$ cat config.mk
export PLATFORM = sky130hd
export DESIGN_NAME = shader_instr_sequencer
export DESIGN_NICKNAME = d
export VERILOG_FILES = /design/src/rtl/shader_pkg.sv /design/src/rtl/shader_prog_ram.sv /design/src/rtl/shader_instr_sequencer.sv
export SDC_FILE = /design/constraint.sdc
export NUM_CORES = 1
export LEC_CHECK = 0
export ABC_AREA = 1
export CORE_UTILIZATION = 63
export CTS_BUF_LIST = sky130_fd_sc_hd__clkbuf_8
export CTS_CLUSTER_SIZE = 30
export DETAILED_ROUTE_END_ITERATION = 8
export PLACE_DENSITY = 0.82
export SYNTH_ARGS = -nofsm -noshare
export SYNTH_HDL_FRONTEND = slang
export SYNTH_SLANG_ARGS = --single-unit
$ cat constraint.sdc
create_clock -name clk -period 2.5 [get_ports clk]
set_input_delay 0.5 -clock clk [delete_from_list [all_inputs] [get_ports clk]]
set_output_delay 0.5 -clock clk [all_outputs]
set_load 0.02 [all_outputs]
$ cat src/rtl/shader_pkg.sv
// shader_pkg: shared definitions for shader_core, shader_instr_sequencer and
// their benches. Instruction word layout, opcode values, control-nibble bit
// positions and the sequencer state encoding.
package shader_pkg;

  localparam int INSTR_W = 16;

  // opcodes, instr[15:13]
  localparam logic [2:0] OP_ADD = 3'd0;
  localparam logic [2:0] OP_SUB = 3'd1;
  localparam logic [2:0] OP_AND = 3'd2;
  localparam logic [2:0] OP_OR  = 3'd3;
  localparam logic [2:0] OP_XOR = 3'd4;
  localparam logic [2:0] OP_MUL = 3'd5;
  localparam logic [2:0] OP_SLL = 3'd6;
  localparam logic [2:0] OP_SRL = 3'd7;

  // field bit positions
  localparam int OP_HI   = 15;
  localparam int OP_LO   = 13;
  localparam int RS1_HI  = 12;
  localparam int RS1_LO  = 10;
  localparam int RS2_HI  = 9;
  localparam int RS2_LO  = 7;
  localparam int RD_HI   = 6;
  localparam int RD_LO   = 4;
  localparam int CTRL_HI = 3;
  localparam int CTRL_LO = 0;

  // register write enable inside the control nibble
  localparam int CTRL_WE_BIT = 0;

  typedef enum logic [1:0] {
    SEQ_IDLE  = 2'd0,
    SEQ_ISSUE = 2'd1,
    SEQ_DONE  = 2'd2
  } seq_state_e;

endpackage

$ cat src/rtl/shader_prog_ram.sv
// shader_prog_ram: DEPTH x 16 program store.
//   clk    - write clock
//   we     - write enable
//   waddr  - write slot
//   wdata  - write word
//   raddr  - asynchronous read slot
//   rdata  - word at raddr
// Contents are never reset.
module shader_prog_ram
  import shader_pkg::*;
#(
  parameter int DEPTH  = 16,
  parameter int ADDR_W = $clog2(DEPTH)
) (
  input  logic               clk,
  input  logic               we,
  input  logic [ADDR_W-1:0]  waddr,
  input  logic [INSTR_W-1:0] wdata,
  input  logic [ADDR_W-1:0]  raddr,
  output logic [INSTR_W-1:0] rdata
);

  logic [INSTR_W-1:0] mem_q [DEPTH];

  always_ff @(posedge clk) begin
    if (we) mem_q[waddr] <= wdata;
  end

  assign rdata = mem_q[raddr];

endmodule

$ cat src/rtl/shader_instr_sequencer.sv
// shader_instr_sequencer: issues a loaded program to shader_core, one word per
// clock, after a start pulse.
//   clk, rst            - clock, synchronous active-high reset
//   load_en/addr/data   - program write port (IDLE only)
//   prog_len            - instructions to issue, clamped to DEPTH, taken at start
//   start               - begin issuing from slot 0 (IDLE only)
//   abort               - stop issuing next cycle (ISSUE only), no done
//   loop                - only with SHADER_SEQ_LOOP_EN: rerun from slot 0 on wrap
//   instr/instr_valid   - registered instruction to the core
//   pc                  - slot currently on instr
//   busy                - in ISSUE
//   done                - one-cycle completion pulse
// Build option: SHADER_SEQ_LOOP_EN adds the loop input.
module shader_instr_sequencer
  import shader_pkg::*;
#(
  parameter int DEPTH  = 16,
  parameter int ADDR_W = $clog2(DEPTH)
) (
  input  logic               clk,
  input  logic               rst,
  input  logic               load_en,
  input  logic [ADDR_W-1:0]  load_addr,
  input  logic [INSTR_W-1:0] load_data,
  input  logic [ADDR_W:0]    prog_len,
  input  logic               start,
  input  logic               abort,
`ifdef SHADER_SEQ_LOOP_EN
  input  logic               loop,
`endif
  output logic [INSTR_W-1:0] instr,
  output logic               instr_valid,
  output logic [ADDR_W-1:0]  pc,
  output logic               busy,
  output logic               done
);

  localparam logic [ADDR_W:0]   DEPTH_L = (ADDR_W+1)'(DEPTH);
  localparam logic [ADDR_W:0]   ONE_L   = {{ADDR_W{1'b0}}, 1'b1};
  localparam logic [ADDR_W-1:0] PC_ONE  = {{(ADDR_W-1){1'b0}}, 1'b1};

  seq_state_e         state_q, state_d;
  logic [ADDR_W-1:0]  pc_q, pc_d;
  logic [ADDR_W:0]    len_q, len_d;
  logic [INSTR_W-1:0] instr_q, instr_d;
  logic               vld_q, vld_d;
  logic               done_q, done_d;
  logic               mem_we, wrap;
  logic [INSTR_W-1:0] rd_data;
  logic [ADDR_W:0]    len_clamp;
  logic               last;

  assign mem_we    = load_en && (state_q == SEQ_IDLE);
  assign len_clamp = (prog_len > DEPTH_L) ? DEPTH_L : prog_len;
  assign last      = ({1'b0, pc_q} == (len_q - ONE_L));

`ifdef SHADER_SEQ_LOOP_EN
  assign wrap = loop;
`else
  assign wrap = 1'b0;
`endif

  // Read port is addressed by the next pc so instr can be registered.
  shader_prog_ram #(.DEPTH(DEPTH), .ADDR_W(ADDR_W)) u_ram (
    .clk   (clk),
    .we    (mem_we),
    .waddr (load_addr),
    .wdata (load_data),
    .raddr (pc_d),
    .rdata (rd_data)
  );

  always_comb begin
    state_d = state_q;
    pc_d    = pc_q;
    len_d   = len_q;
    vld_d   = 1'b0;
    done_d  = 1'b0;
    unique case (state_q)
      SEQ_IDLE: begin
        pc_d = '0;
        if (start) begin
          len_d = len_clamp;
          if (len_clamp == '0) begin
            state_d = SEQ_DONE;
            done_d  = 1'b1;
          end else begin
            state_d = SEQ_ISSUE;
            vld_d   = 1'b1;
          end
        end
      end
      SEQ_ISSUE: begin
        if (abort) begin
          state_d = SEQ_IDLE;
          pc_d    = '0;
        end else if (last) begin
          pc_d = '0;
          if (wrap) begin
            vld_d = 1'b1;
          end else begin
            state_d = SEQ_DONE;
            done_d  = 1'b1;
          end
        end else begin
          pc_d  = pc_q + PC_ONE;
          vld_d = 1'b1;
        end
      end
      SEQ_DONE: begin
        state_d = SEQ_IDLE;
        pc_d    = '0;
      end
      default: begin
        state_d = SEQ_IDLE;
        pc_d    = '0;
      end
    endcase
  end

  // A write landing on the same edge as start must be seen by slot 0, but the
  // array only updates at that edge, so forward the incoming word.
  always_comb begin
    instr_d = '0;
    if (vld_d) begin
      instr_d = (mem_we && (load_addr == pc_d)) ? load_data : rd_data;
    end
  end

  always_ff @(posedge clk) begin
    if (rst) begin
      state_q <= SEQ_IDLE;
      pc_q    <= '0;
      len_q   <= '0;
      instr_q <= '0;
      vld_q   <= 1'b0;
      done_q  <= 1'b0;
    end else begin
      state_q <= state_d;
      pc_q    <= pc_d;
      len_q   <= len_d;
      instr_q <= instr_d;
      vld_q   <= vld_d;
      done_q  <= done_d;
    end
  end

  assign instr       = instr_q;
  assign instr_valid = vld_q;
  assign pc          = pc_q;
  assign busy        = (state_q == SEQ_ISSUE);
  assign done        = done_q;

endmodule

==> images/registers.png <==
Other sequential cells in the stronger grey, the rest of the logic in the fainter grey.
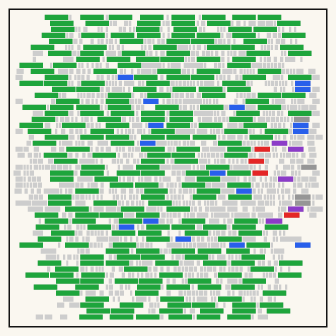
Key: green = u_ram.mem_q [flops 256, where spread over the die]; blue = instr [flops 16]; purple = len_q [flops 5, where east]; red = pc [flops 4, where east]
Another 4 sequential cells are not coloured.
Sequential Area: 8270 um^2
sequential cell area share: 0.553
Final Util: 0.766
Seq group: 5290 uW

==> images/port_nets.png <==
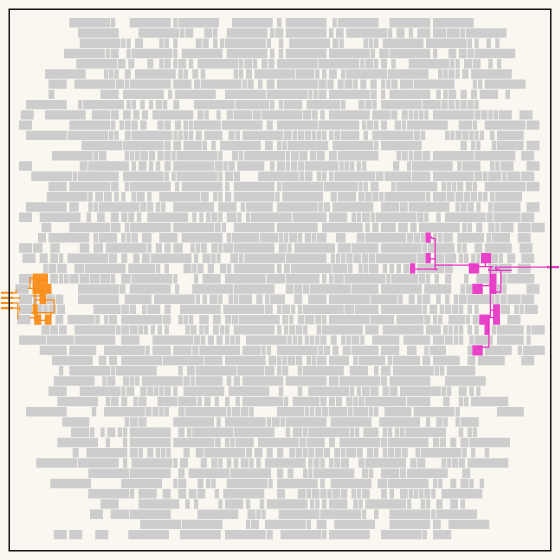
Key: orange = load_addr [direction input, edge west, end cells 10, buffers 4, wire 65.6 um]; magenta = rst [direction input, edge east, end cells 13, buffers 2, wire 98.4 um]
port buffer count: 52
I/O pins: 53

==> images/met3.png <==
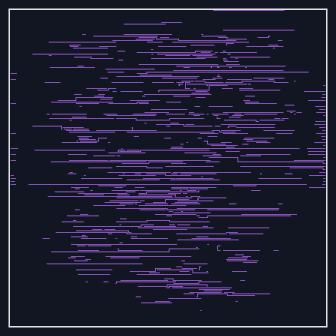
The wires run mostly horizontal. The layer holds 14% of the routed length. 214 nets have wire on it. The layer carries 5080 um of wire.
met3 track demand over resource: 0.0900
Routed Wire Length: 35200 um

==> images/final_placement.png <==
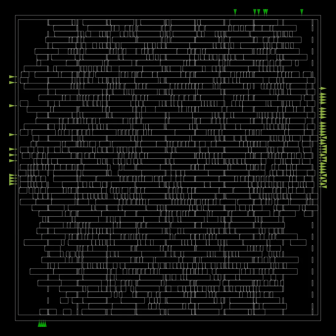
Std-Cell Rows: 51
flop count: 285
Taps Inserted: 265
fillers: 1224

==> results.json <==
{
  "path_clk_slew_ps": 60,
  "dieWidth_um": 143,
  "tightest_slew_ps": 713,
  "buf_share": 0.0975,
  "min_path_cells": 2,
  "drc_errors": 0,
  "cp_top_family": "simple AND/OR/NAND/NOR gates",
  "clock_skew_ps": 14.9,
  "cts_tree": "done",
  "top_power_group": "registers",
  "logic_area_um2": 3260,
  "signal_buffers": 124,
  "hold_viol": 0,
  "path_depth": 17,
  "htree_levels": 2,
  "syn_avg_cell_area_um2": 10.1,
  "overflow": 0,
  "n_antenna_cell": 0,
  "cts.sinks": 285,
  "comb_share": 0.218,
  "arrival_ps": 2900,
  "p_clk_uw": 3610,
  "max-vdd-ir-drop_mv": 0.405,
  "via_per_inst": 6.09,
  "maxSlewHeadroom": 0.523,
  "comb_cells": 665,
  "clock-root-buffer": "clkbuf_8",
  "final_nets": 1369,
  "core_um2": 19500,
  "startpoint_type": "flop",
  "r2r-start": "len_q[0]",
  "largest_reg_flops": 256,
  "clock_cell_area_share": 0.0544,
  "mux_share": 0,
  "leakage_uw": 0.00640,
  "synth_stat.cells": 1243,
  "drive_above_1_share": 0.125,
  "netSwitchingFraction": 0.236,
  "reg2reg_depth": 17,
  "yosys_most_used_dff": "edfxtp_1",
  "grt_pass1_vias": 9136,
  "syn-cell-area_um2": 12600,
  "busiest_layer": "met2",
  "min_to": "len_q[0]",
  "simple_gate_share": 0.237,
  "hold_start": "len_q[0]",
  "ant_nets": 0,
  "routedWlPerCell_um": 21.5,
  "groute.layer.met1.usage": 0.449,
  "top_register": "u_ram.mem_q",
  "logic_family": "simple AND/OR/NAND/NOR gates",
  "syn2layout_area_growth_pct": 18.6,
  "grt_antenna_before_repair": 0,
  "crit_start": "len_q[0]",
  "crit_type": "reg -> reg",
  "netlist.top_cell.by_area": "edfxtp_1",
  "finalCritPeriodShare": 0.961,
  "adder_share": 0.00198,
  "xor_share": 0.00139,
  "p_clk_frac": 0.378,
  "drv_cap": 0,
  "status": "finished clean",
  "maxSlewViolCount": 0,
  "cts.path.max_buffers": 3,
  "finalCriticalPeriod_ps": 2400,
  "initCoreUtil": 0.646,
  "synthAoiAreaFrac": 0.0125,
  "inverters_excl_clock": 215,
  "powerComb_uw": 643,
  "die_h_um": 143,
  "postCtsSetupRepairBufs": 0,
  "yosysSeqAreaShare": 0.656,
  "intPower_uw": 7290,
  "crit_buf_inv": 5,
  "synth.distinct_cells": 24,
  "ys_chip_area_um2": 12600,
  "dieArea_um2": 20600,
  "min_path_type": "reg -> reg",
  "dpl-instance-area_um2": 13900,
  "syn_inst": 1243,
  "path_max_fanout": 12,
  "m1WireLength_um": 12500,
  "tool_warnings": 29,
  "ff2ff_setup_slack_ps": 100,
  "topCellsByArea": "edfxtp_1 (61%), nand3_1 (8.0%), inv_1 (6.3%), nand4_1 (5.6%), nor2_1 (4.7%)"
}
layout by cell type (no fill, tap or decap), types with 3 or more instances in the layout:
cell type,instances
nand2_1,135
buf_12,19
buf_6,5
a211oi_1,5
a21oi_1,8
inv_1,233
nor2_1,143
nand3_4,3
inv_2,4
clkbuf_8,49
nor2_2,16
clkinv_2,3
nand3_1,199
clkdlybuf4s50_1,52
nand4_1,113
or2_2,17
dfxtp_1,28
o21ai_0,16
buf_4,39
clkbuf_16,6
edfxtp_1,256
clkinv_1,7
through the flow:
step	worst slack [ps]	instances	utilization	power [uW]	hold slack (ps)
finish	96.5	1638	0.766	9550	510
global route	-46.9	1638	0.766	9800	535
CTS	23.7	1629	0.753	9490	508
detailed placement	-45.2	1545	0.710	5980	493
global placement	63.5	1545	0.710	5960	478
floorplan	203	1243	-	5680	451
Power figures rest on the tool's default switching activity, not on a simulated workload.
